$ cat src/rtl/ps2_pkg.sv
// Shared PS/2 keyboard definitions: protocol byte values, parser states and the
// queued event record used by the key event queue and its FIFO.
package ps2_pkg;

   localparam logic [7:0] PS2_E0 = 8'hE0;
   localparam logic [7:0] PS2_F0 = 8'hF0;
   localparam logic [7:0] PS2_AA = 8'hAA;
   localparam logic [7:0] PS2_FA = 8'hFA;
   localparam logic [7:0] PS2_EE = 8'hEE;
   localparam logic [7:0] PS2_FE = 8'hFE;

   typedef enum logic [1:0] {
      ST_IDLE,
      ST_EXT,
      ST_BRK,
      ST_EXT_BRK
   } parser_state_t;

   typedef struct packed {
      logic       ext;
      logic       brk;
      logic [7:0] code;
   } key_event_t;

   // Self-test/ack/echo/resend and buffer-error bytes never start a key event.
   function automatic logic isNoiseByte(input logic [7:0] b);
      return (b == PS2_AA) || (b == PS2_FA) || (b == PS2_EE) ||
             (b == PS2_FE) || (b == 8'h00) || (b == 8'hFF);
   endfunction

   function automatic logic isPrefixByte(input logic [7:0] b);
      return (b == PS2_E0) || (b == PS2_F0);
   endfunction

endpackage

$ cat src/rtl/ps2_event_fifo.sv
// First-word-fall-through FIFO for decoded key events; a read of an empty
// queue is ignored and a full queue accepts a write only alongside a read.
module ps2_event_fifo #(
   parameter int DEPTH = 8,
   parameter int WIDTH = 10
) (
   input  logic                       i_clk,
   input  logic                       i_rst,
   input  logic                       i_wrEn,
   input  logic [WIDTH-1:0]           i_wrData,
   input  logic                       i_rdEn,
   output logic [WIDTH-1:0]           o_rdData,
   output logic                       o_full,
   output logic                       o_empty,
   output logic [$clog2(DEPTH+1)-1:0] o_count
);

   localparam int AW = $clog2(DEPTH);
   localparam int CW = $clog2(DEPTH+1);

   logic [WIDTH-1:0] r_mem [DEPTH];
   logic [AW-1:0]    r_wrPtr;
   logic [AW-1:0]    r_rdPtr;
   logic [CW-1:0]    r_count;
   logic             w_rdAccept;
   logic             w_wrAccept;

   assign o_empty    = (r_count == '0);
   assign o_full     = (r_count == CW'(DEPTH));
   assign w_rdAccept = i_rdEn && !o_empty;
   assign w_wrAccept = i_wrEn && (!o_full || w_rdAccept);
   assign o_count    = r_count;
   assign o_rdData   = o_empty ? '0 : r_mem[r_rdPtr];

   always_ff @(posedge i_clk) begin
      if (w_wrAccept) begin
         r_mem[r_wrPtr] <= i_wrData;
      end
   end

   // Depth is a power of two, so the pointers wrap by plain overflow.
   always_ff @(posedge i_clk or posedge i_rst) begin
      if (i_rst) begin
         r_wrPtr <= '0;
         r_rdPtr <= '0;
         r_count <= '0;
      end else begin
         if (w_wrAccept) r_wrPtr <= r_wrPtr + AW'(1);
         if (w_rdAccept) r_rdPtr <= r_rdPtr + AW'(1);
         case ({w_wrAccept, w_rdAccept})
            2'b10:   r_count <= r_count + CW'(1);
            2'b01:   r_count <= r_count - CW'(1);
            default: r_count <= r_count;
         endcase
      end
   end

endmodule

$ cat src/rtl/ps2_key_event_queue.sv
// PS/2 scancode parser: folds E0/F0 prefixes into make/break events, queues
// them for software, and tracks held state for a small set of watched keys.
module ps2_key_event_queue #(
   parameter int                     FIFO_DEPTH     = 8,
   parameter int                     PREFIX_TIMEOUT = 50_000_000,
   parameter int                     NUM_KEYS       = 4,
   parameter logic [NUM_KEYS*9-1:0]  WATCH_CODES    = {9'h075, 9'h072, 9'h06B, 9'h074}
) (
   input  logic                            CLOCK_50,
   input  logic                            reset,
   input  logic [7:0]                      rx_data,
   input  logic                            rx_data_en,
   input  logic                            evt_rd,
   output logic                            evt_valid,
   output logic [7:0]                      evt_code,
   output logic                            evt_ext,
   output logic                            evt_break,
   output logic [$clog2(FIFO_DEPTH+1)-1:0] evt_count,
   output logic                            overflow,
   output logic [NUM_KEYS-1:0]             key_held,
   output logic [7:0]                      last_code
);

   import ps2_pkg::*;

   localparam int TW = $clog2(PREFIX_TIMEOUT+1);

   parser_state_t r_state;
   parser_state_t w_nextState;
   logic [TW-1:0] r_timer;
   logic          w_timeout;
   logic          w_evtDone;
   key_event_t    w_evt;
   key_event_t    w_head;
   logic          w_full;
   logic          w_empty;
   logic          r_overflow;
   logic [NUM_KEYS-1:0] r_keyHeld;
   logic [7:0]    r_lastCode;

   assign w_timeout = (r_state != ST_IDLE) && !rx_data_en &&
                      (r_timer == TW'(PREFIX_TIMEOUT-1));

   always_comb begin
      w_nextState = r_state;
      w_evtDone   = 1'b0;
      w_evt       = '{ext: 1'b0, brk: 1'b0, code: rx_data};
      if (rx_data_en) begin
         case (r_state)
            ST_IDLE: begin
               if (rx_data == PS2_E0)      w_nextState = ST_EXT;
               else if (rx_data == PS2_F0) w_nextState = ST_BRK;
               else if (!isNoiseByte(rx_data)) w_evtDone = 1'b1;
            end
            ST_EXT: begin
               if (rx_data == PS2_F0) w_nextState = ST_EXT_BRK;
               else if (rx_data != PS2_E0) begin
                  w_evtDone   = 1'b1;
                  w_evt.ext   = 1'b1;
                  w_nextState = ST_IDLE;
               end
            end
            ST_BRK: begin
               w_nextState = ST_IDLE;
               w_evtDone   = !isPrefixByte(rx_data);
               w_evt.brk   = 1'b1;
            end
            default: begin
               w_nextState = ST_IDLE;
               w_evtDone   = !isPrefixByte(rx_data);
               w_evt.ext   = 1'b1;
               w_evt.brk   = 1'b1;
            end
         endcase
      end else if (w_timeout) begin
         w_nextState = ST_IDLE;
      end
   end

   // The timer only runs while a prefix is pending and restarts on every byte.
   always_ff @(posedge CLOCK_50 or posedge reset) begin
      if (reset) begin
         r_state <= ST_IDLE;
         r_timer <= '0;
      end else begin
         r_state <= w_nextState;
         if (rx_data_en || (w_nextState == ST_IDLE)) r_timer <= '0;
         else                                        r_timer <= r_timer + TW'(1);
      end
   end

   ps2_event_fifo #(
      .DEPTH (FIFO_DEPTH),
      .WIDTH ($bits(key_event_t))
   ) u_fifo (
      .i_clk    (CLOCK_50),
      .i_rst    (reset),
      .i_wrEn   (w_evtDone),
      .i_wrData (w_evt),
      .i_rdEn   (evt_rd),
      .o_rdData (w_head),
      .o_full   (w_full),
      .o_empty  (w_empty),
      .o_count  (evt_count)
   );

   // A full queue is never empty, so a concurrent evt_rd always frees a slot.
   always_ff @(posedge CLOCK_50 or posedge reset) begin
      if (reset) begin
         r_overflow <= 1'b0;
         r_keyHeld  <= '0;
         r_lastCode <= 8'h00;
      end else if (w_evtDone) begin
         if (w_full && !evt_rd) r_overflow <= 1'b1;
         r_lastCode <= w_evt.code;
         for (int i = 0; i < NUM_KEYS; i++) begin
            if ({w_evt.ext, w_evt.code} == WATCH_CODES[i*9 +: 9]) r_keyHeld[i] <= !w_evt.brk;
         end
      end
   end

   assign evt_valid = !w_empty;
   assign evt_code  = w_head.code;
   assign evt_ext   = w_head.ext;
   assign evt_break = w_head.brk;
   assign overflow  = r_overflow;
   assign key_held  = r_keyHeld;
   assign last_code = r_lastCode;

endmodule

$ cat config.mk
export PLATFORM = sky130hd
export DESIGN_NAME = ps2_key_event_queue
export DESIGN_NICKNAME = d
export VERILOG_FILES = /design/src/rtl/ps2_pkg.sv /design/src/rtl/ps2_event_fifo.sv /design/src/rtl/ps2_key_event_queue.sv
export SDC_FILE = /design/constraint.sdc
export NUM_CORES = 1
export LEC_CHECK = 0
export ABC_AREA = 1
export CORE_MARGIN = 2
export CORE_UTILIZATION = 55
export CTS_CLUSTER_SIZE = 20
export DETAILED_ROUTE_END_ITERATION = 7
export GPL_ROUTABILITY_DRIVEN = 0
export PLACE_DENSITY = 0.77
export SLEW_MARGIN = 20
export SYNTH_ARGS = -nofsm -noshare
export SYNTH_HDL_FRONTEND = slang
export SYNTH_HIERARCHICAL = 1
export SYNTH_SLANG_ARGS = --single-unit
export TNS_END_PERCENT = 30
$ cat constraint.sdc
create_clock -name CLOCK_50 -period 3.9 [get_ports CLOCK_50]
set_input_delay 0.585 -clock CLOCK_50 [delete_from_list [all_inputs] [get_ports CLOCK_50]]
set_output_delay 0.585 -clock CLOCK_50 [all_outputs]
set_load 0.05 [all_outputs]
**Supply network**

Drawn at 4 px/um. Pins as bars on the die edge. Tap cells in gray.
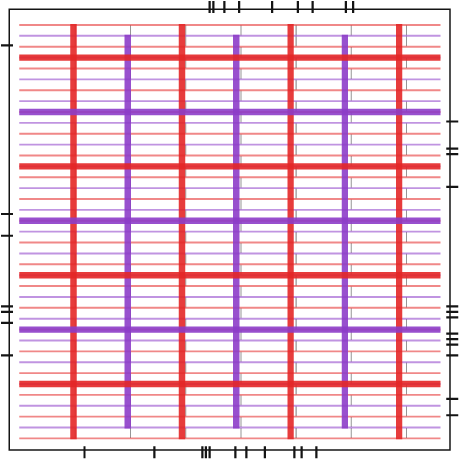
VDD: marked purple. VSS: marked red.
140 tap cells. 7 straps on met4.

**Placed cells, one color a class**

Drawn at 4 px/um. Fill, decap, tap and diode cells in gray.
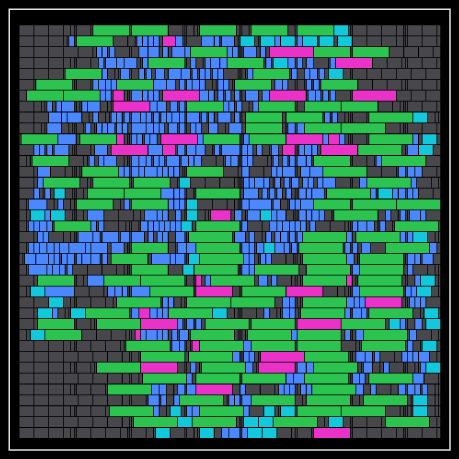
flip-flops: marked green, cells 131, share of their area 52%. other buffers and delay cells: marked cyan, cells 51, share of their area 6.8%. clock drivers and dummy loads: marked magenta, cells 32, share of their area 8.5%. all other logic: marked blue, cells 476, share of their area 33%.
Core ar.: 10900 sq um
Seq/total area: 0.505
Final Cell Area: 7290 sq um

==> reports/results.txt <==
Status = finished, final reports clean
GRT met1 Usage = 0.317
Power per cell area = 739 nW/um^2
Dominant logic cell type in the layout = nor2_1
Number of global-route vias before repair = 4627
Synth-to-layout area growth = 18.3%
Syn Area/Cell = 9.82 sq um
Crit path kind = register to output port
Adder share = 0.0134
Max clock buf depth = 2
RSZ-0062 raised after global routing = no
Routed len/inst = 16.8 um
Vias = 4609
Post-Synth Simple-Gate Area = 0.217
Critical path capture point type = output port
Clock net sink count = 131
Cell count after placement = 798
Compound Share, Synth = 0.0872
Sw frac = 0.384
Tool warning count = 26
Combinational power = 1.95 mW
Psw = 2.07 mW
CTS clk-pin slew, worst paths = 60 ps
P_clk = 1.61 mW
Crit-path cells = inv_1 > o21ai_1 > o22ai_1 > nor2_1 > nor2_1 > clkdlybuf4s50_1
Final setup fails = 0
Critical Path AT = 3020 ps
Core Util at FP = 0.566
Largest net degree at the start of global routing = 42
Post-CTS sizing = 0
Least-Margin Pin Slew = 1080 ps
Clock Tree Root = clkbuf_8
[cell usage after synthesis, types with 3 or more instances]
cell        n
buf_4       4
o21ai_2     5
o21ai_0     4
dfrtp_1    51
nor4_1      3
nor2_2      8
nand3_2     5
nand3_1    21
clkbuf_1    4
inv_1      49
buf_2       7
o211ai_1   10
inv_2       3
nor2_1    130
o22ai_1    10
buf_6       4
nand2_2     4
a21oi_1     8
edfxtp_1   80
xnor2_1     4
xor2_1     19
o21ai_1    45
nor3_1      9
nand4_1    11
nand2_1   107
ha_1        5
[sequential cells by signal, indices dropped and copies added (netlist names)]
register	count
r_timer	26
overflow	1
r_state	2
u_fifo/r_mem	80
u_fifo/r_rdPtr	3
last_code	8
u_fifo/o_count	4
key_held	4
u_fifo/r_wrPtr	3
[kinds of logic (layout without fill, tap and decap cells)]
kind of cell             Yosys count  in the layout
XOR/XNOR                          23             23
flip-flops                       131            131
buffers and inverters             72            135
adder cells (fa/ha/maj)            6              6
AND-OR/OR-AND                     89             89
AND/OR/NAND/NOR                  306            306
[cell type report]
cell class	instances	share of cell area
Multi-Input combinational cell	424	0.296
Tap cell	140	0.0240
Timing Repair Buffer	51	0.0659
Clock buffer	18	0.0573
Sequential cell	131	0.505
Inverter	52	0.0268
Clock inverter	14	0.0256
[final timing paths]
kind / from / end / slack (ps) / depth (start not counted)
max: u_fifo/r_rdPtr[1] / evt_code[5] / 300 / 6
min: reset / u_fifo/o_count[0] / 370 / 2
max reg2reg: r_state[0] / u_fifo/o_count[3] / 1640 / 12
min reg2reg: key_held[3] / key_held[3] / 480 / 2
max in group asynchronous: reset / r_state[1] / 3010 / 3
min in group CLOCK_50: key_held[3] / key_held[3] / 480 / 2
Power and IR drop assume default switching activity.
